File: src/rtl/csi_crc_checker_pkg.sv
// rtl/csi_crc_checker_pkg.sv - shared types, constants and byte-wise CRC16 helper
package csi_crc_pkg;

    localparam logic [15:0] CRC_SEED = 16'hFFFF;
    // x^16+x^12+x^5+1 bit-reversed for LSB-first shifting
    localparam logic [15:0] CRC_POLY_REV = 16'h8408;

    typedef enum logic [1:0] {IDLE, PAYLOAD, CSUM} state_e;
    typedef enum logic [1:0] {PAY, CLO, CHI, PAD} lane_class_e;

    function automatic logic [15:0] crc16_byte(logic [15:0] crc, logic [7:0] b);
        logic [15:0] c;
        c = crc ^ {8'h00, b};
        for (int k = 0; k < 8; k++) begin
            c = c[0] ? ((c >> 1) ^ CRC_POLY_REV) : (c >> 1);
        end
        return c;
    endfunction

endpackage

File: src/rtl/csi_crc_checker_crc16.sv
// rtl/csi_crc_checker_crc16.sv - one byte CRC16 stage with lane-enable bypass
module crc16_parallel
    import csi_crc_pkg::*;
(
    input  logic [15:0] crc_i,
    input  logic [7:0]  byte_i,
    input  logic        en_i,
    output logic [15:0] crc_o
);
    assign crc_o = en_i ? crc16_byte(crc_i, byte_i) : crc_i;
endmodule

File: config.mk
export PLATFORM = sky130hd
export DESIGN_NAME = crc16_parallel
export DESIGN_NICKNAME = d
export VERILOG_FILES = /design/src/rtl/csi_crc_checker_pkg.sv /design/src/rtl/csi_crc_checker_crc16.sv
export SDC_FILE = /design/constraint.sdc
export NUM_CORES = 1
export LEC_CHECK = 0
export CORE_MARGIN = 5
export CORE_UTILIZATION = 39
export DETAILED_ROUTE_END_ITERATION = 12
export PLACE_DENSITY_LB_ADDON = 0.15
export SYNTH_ARGS = -nofsm -noshare
export SYNTH_HDL_FRONTEND = slang
export SYNTH_SLANG_ARGS = --single-unit
File: constraint.sdc
create_clock -name vclk -period 3.38
set_input_delay 0.507 -clock vclk [all_inputs]
set_output_delay 0.507 -clock vclk [all_outputs]
set_load 0.02 [all_outputs]
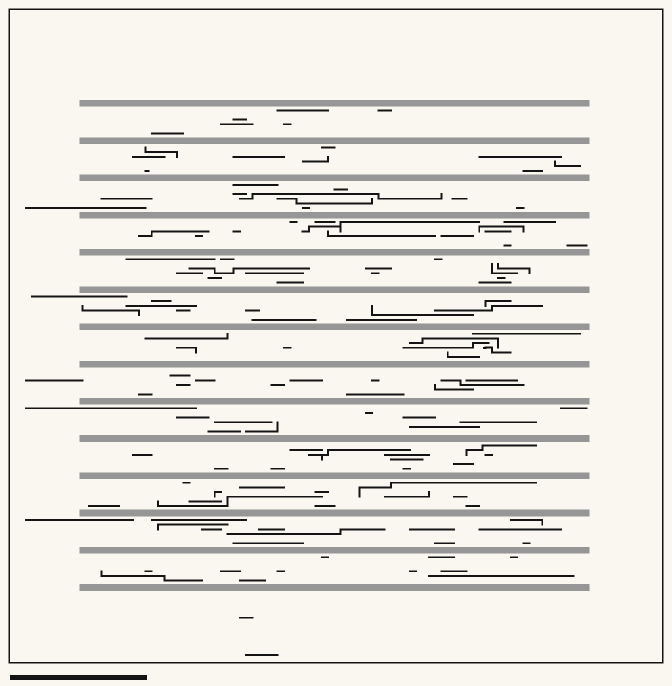
Run 1: M1 wires
The bar under the picture is 10 um long. Supply wires on this layer in grey.
share of all routed wire	36%
wire length on this layer	464 um
longest straight run	12.4 um
main direction	horizontal

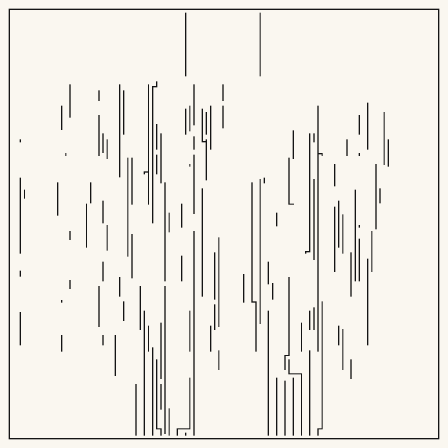
Run 1: the metal 2 layer
main direction	vertical
longest straight run	27.2 um
wire length on this layer	629 um
share of all routed wire	49%

==> out/results.md, run 1 <==
| Result | Reported |
|---|---|
| Standard cell with the maximum stage delay on the critical path | sky130_fd_sc_hd__clkdlybuf4s50_1 |
| Global Route Usage Sum | 11.8% |
| Status | complete, no violations |
| Switching Fraction | 38.7% |
| Wire length per cell | 12.1 um |
| Area of the core | 1320 um^2 |
| Die footprint | 2270 um^2 |
| Cells traversed along the worst timing path | clkdlybuf4s50_1, xnor2_2, xor3_4, a21oi_1, clkdlybuf4s50_1 |
| Distinct lib cells | 12 |
| Routability-driven placement congestion ratio | 0.714 |
| Number of buffers added for setup after CTS | 0 |
| Count of clock-net buffers in the final layout | 0 |
| Net switching power figure | 0.000100 W |
| Share of synthesized area occupied by flip-flops and latches | 0% |
| Netlist Area Pre-Place | 552 um^2 |
| First element of the critical path | crc_i[2] |
| Initial detailed-routing violation count | 2 |
| Post-layout period usage | 92.6% |
| Max Fanout on Critical Path | 5 |
| Critical path data required time | 2870 ps |
| Layout net count | 117 |
| Flip-flop and latch area | 0 um^2 |
| Die Height | 47.6 um |
| Worst VDD drop | 168 uV |
| Design internal power | 0.000159 W |
| Sum of routed wire length over all layers | 1270 um |
| Sequential cell fraction of total power | 0% |
| Most frequent logic cell in the layout | sky130_fd_sc_hd__clkdlybuf4s50_1 |
| Number of failing hold endpoints at the final stage | 0 |
| Fraction of final layout cells sized beyond drive strength 1 | 15.6% |
| Critical path capture point type | output pin |
| Most common cell type on the critical path | sky130_fd_sc_hd__clkdlybuf4s50_1 |
| Pin count of the biggest net entering global routing | 23 |
| Number of resized instances in the post-cts repair step | 0 |
| Setup WS post-layout | 251 ps |
| Yosys warning tally | 0 |
| Worst Hold End | crc_o[15] |
| Slew at the pin closest to its max-slew limit | 433 ps |
| Combinational cell fraction of total power | 100.0% |
| Placed wire-length estimate | 1120 um |
| Dominant logic cell types in the final layout | sky130_fd_sc_hd__clkdlybuf4s50_1 (41), sky130_fd_sc_hd__xnor2_1 (11), sky130_fd_sc_hd__mux2_2 (8), sky130_fd_sc_hd__nor2_1 (6), sky130_fd_sc_hd__a21oi_1 (6) |
| Unrepaired setup endpoints after global routing | false |
| Total congestion overflow | 0 |
| Number of antenna violations at the first check in global routing | 0 |
| Yosys stat area | 552 um^2 |
| Ranking of synthesized cells by area | sky130_fd_sc_hd__xnor2_1 (17%), sky130_fd_sc_hd__xor3_1 (17%), sky130_fd_sc_hd__mux2_2 (16%) |
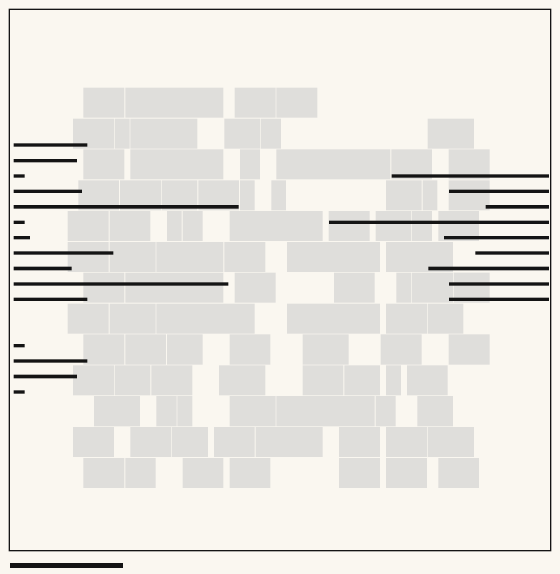
Run 1: metal 3
The bar under the picture is 10 um long. Cells faint in the background.
wire length on this layer	179 um
longest straight run	19.6 um
main direction	horizontal

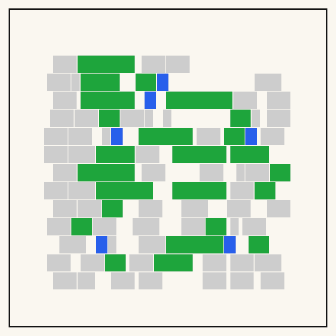
Run 1: gate families picked out
family	colour	cells
XOR/XNOR gates	green	24
inverting AOI/OAI gates	blue	6

-- run 1: how the worst max path moves through the flow --
stage,to,slack [ps],cells after the start
after global placement,crc_o[10],250,5
after floorplan,crc_o[10],1170,3
after global routing,crc_o[10],170,5
after detailed placement,crc_o[10],230,5
final,crc_o[10],250,5
after CTS,crc_o[10],240,5
-- run 1: logic make-up after synthesis --
logic type	count (synthesis)	share of synthesized area [%]
multiplexers	10	20.0
AND-OR/OR-AND	6	5.44
buffers and inverters	4	2.72
AND/OR/NAND/NOR	6	4.08
XOR/XNOR	24	67.8
-- run 1: per-stage QoR --
step	cell area [um^2]	utilization (%)	cells	power [W]	hold WS, ps
after floorplan	552	-	50	0.000156	1180
after global placement	981	74.5	105	0.000259	2110
after detailed placement	981	74.5	105	0.000261	2110
after CTS	981	74.5	105	0.000262	2120
after global routing	981	74.5	105	0.000275	2150
final	981	74.5	105	0.000259	2100
-- run 1: power groups by stage --
stage / logic [W] / registers [W] / clock network, W
floorplan: 0.000156 / 0 / 0
global placement: 0.000259 / 0 / 0
global route: 0.000275 / 0 / 0
detailed placement: 0.000261 / 0 / 0
CTS: 0.000262 / 0 / 0
finish: 0.000259 / 0 / 0
-- run 1: worst max-delay path, delay by kind of cell --
kind / cells / cell delay [ps]
AOI/OAI and AO/OA: 1 / 150
xor gates and xnor gates: 2 / 890
buffers and inverters: 2 / 1070
-- run 1: layout make-up --
class / instances / area (um^2)
timing repair buffer: 42 / 418
inverter: 2 / 7.51
tap: 15 / 18.8
fill: 99 / 337
multi-input combinational: 46 / 537
-- run 1: metal layers --
layer	GRT usage (%)	wire, um	vias up	part of all wire [%]
met4	0	0	0	0
met3	2.63	179	0	14
met5	0	0	-	0
met2	23.5	628	24	49
li1	-	-	252	-
met1	13.4	463	228	36
## Run 2: what changed since run 1
- SLEW_MARGIN: default -> 25
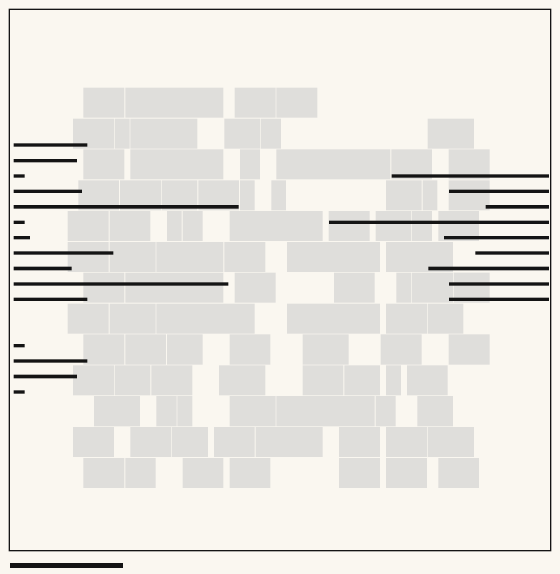
Run 2: metal 3
The bar under the picture is 10 um long. Cells faint in the background.
share of all routed wire	14%
wire length on this layer	179 um
longest straight run	19.6 um

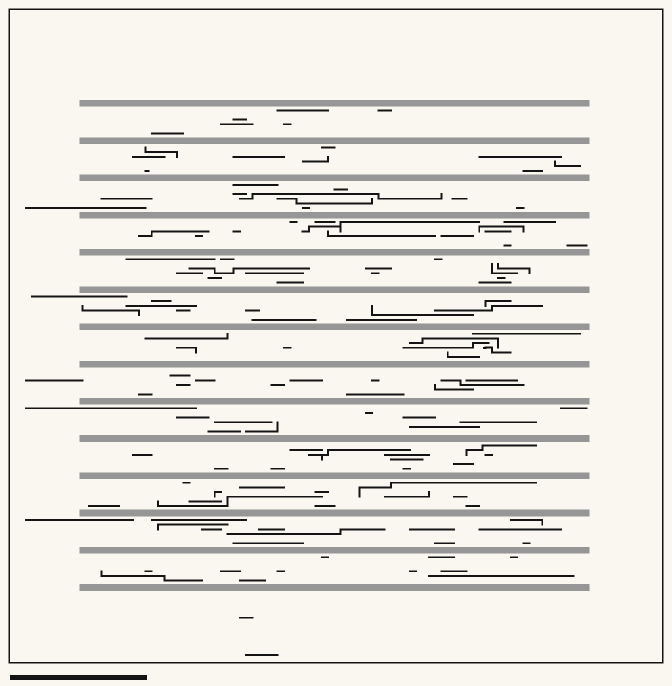
Run 2: M1 wires
The bar under the picture is 10 um long. Supply wires on this layer in grey.
wire length on this layer	464 um
share of all routed wire	36%
nets with wire on the layer	92
longest straight run	12.4 um

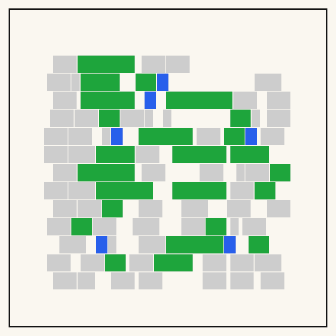
Run 2: gate families picked out
family	colour	cells
XOR/XNOR gates	green	24
inverting AOI/OAI gates	blue	6

==> run 2 against run 1 <==
Net effect: critical path type unchanged; flip-flop count did not move; largest power group unchanged; synthesized area stayed put; hold slack unchanged; core utilization unchanged; non-clock buffer count unchanged.
==> out/results.md, run 2 <==
| Result | Reported | vs previous |
|---|---|---|
| Status | complete, no violations | unchanged |
| Critical path capture point type | output pin | unchanged |
| Area of the core | 1320 um^2 | unchanged |
| Netlist Area Pre-Place | 552 um^2 | unchanged |
| Wire length per cell | 12.1 um | unchanged |
| Ranking of synthesized cells by area | sky130_fd_sc_hd__xnor2_1 (17%), sky130_fd_sc_hd__xor3_1 (17%), sky130_fd_sc_hd__mux2_2 (16%) | unchanged |
| Sum of routed wire length over all layers | 1270 um | unchanged |
| Yosys warning tally | 0 | unchanged |
| Setup WS post-layout | 251 ps | unchanged |
| Number of buffers added for setup after CTS | 0 | unchanged |
| Final-layout worst hold slack | 2100 ps | unchanged |
| Die Height | 47.6 um | unchanged |
| Count of clock-net buffers in the final layout | 0 | unchanged |
| Most common cell type on the critical path | sky130_fd_sc_hd__clkdlybuf4s50_1 | unchanged |
| Dominant logic cell types in the final layout | sky130_fd_sc_hd__clkdlybuf4s50_1 (41), sky130_fd_sc_hd__xnor2_1 (11), sky130_fd_sc_hd__mux2_2 (8), sky130_fd_sc_hd__nor2_1 (6), sky130_fd_sc_hd__a21oi_1 (6) | unchanged |
| Yosys stat area | 552 um^2 | unchanged |
| Die footprint | 2270 um^2 | unchanged |
| Post-layout period usage | 92.6% | unchanged |
| Distinct lib cells | 12 | unchanged |
| Worst VDD drop | 168 uV | unchanged |
| Final Cell Area | 981 um^2 | unchanged |
| Max Fanout on Critical Path | 5 | unchanged |
| Routability-driven placement congestion ratio | 0.714 | unchanged |
| Placed wire-length estimate | 1120 um | unchanged |
| Number of failing hold endpoints at the final stage | 0 | unchanged |
| Share of synthesized area occupied by flip-flops and latches | 0% | unchanged |
| Global Route Usage Sum | 11.8% | unchanged |
| Fraction of final layout cells sized beyond drive strength 1 | 15.6% | unchanged |
| Standard cell with the maximum stage delay on the critical path | sky130_fd_sc_hd__clkdlybuf4s50_1 | unchanged |
| Critical path data required time | 2870 ps | about the same |
| Filler cell count | 99 | unchanged |
| Unrepaired setup endpoints after global routing | false | unchanged |
| Total congestion overflow | 0 | unchanged |
| Time the final worst path needs with I/O delays and setup | 3130 ps | unchanged |
| Slew at the pin closest to its max-slew limit | 433 ps | unchanged |
| Most frequent logic cell in the layout | sky130_fd_sc_hd__clkdlybuf4s50_1 | unchanged |
[run 2: cell counts in the layout (fill, tap and decap cells not counted)]
Identical to the previous run, type by type.
[run 2: where the power goes]
group / leakage [nW] / total (W) / internal (W) / switching (W)
registers: 0 / 0 / 0 / 0
clock network: 0 / 0 / 0 / 0
logic: 0.433 / 0.000259 / 0.000159 / 0.000100
total: 0.433 / 0.000259 / 0.000159 / 0.000100
[run 2: cells by family after synthesis]
group | count (synthesis) | share of synthesized area (%)
and+or+nand+nor | 6 | 4.08
buffers and inverters | 4 | 2.72
xor gates and xnor gates | 24 | 67.8
AOI/OAI and AO/OA | 6 | 5.44
muxes | 10 | 20.0
[run 2: final timing paths]
check	cells after the start	to	from
max	5	crc_o[10]	crc_i[2]
min	4	crc_o[15]	crc_i[15]
[run 2: stage by stage]
step,instances,util (%),total power [W]
final,105,74.5,0.000259
after global routing,105,74.5,0.000275
after CTS,105,74.5,0.000262
after detailed placement,105,74.5,0.000261
after global placement,105,74.5,0.000259
after floorplan,50,-,0.000156
[run 2: layout make-up]
type | instances | area, um^2 | share of cell area, %
Tap cell | 15 | 18.8 | 1.91
Timing Repair Buffer | 42 | 418 | 42.6
Inverter | 2 | 7.51 | 0.765
Multi-Input combinational cell | 46 | 537 | 54.7
[run 2: layer usage]
metal | global-route usage, % | vias to the layer above | wire length, um
met5 | 0 | - | 0
met4 | 0 | 0 | 0
met3 | 2.63 | 0 | 179
met2 | 23.5 | 24 | 628
met1 | 13.4 | 228 | 463
li1 | - | 252 | -
[run 2: critical path: cells and delay by family]
| family | cells | cell delay, ps |
|---|---|---|
| AND-OR/OR-AND | 1 | 150 |
| XOR/XNOR | 2 | 890 |
| buffers and inverters | 2 | 1070 |
Power figures rest on the tool's default switching activity, not on a simulated workload.
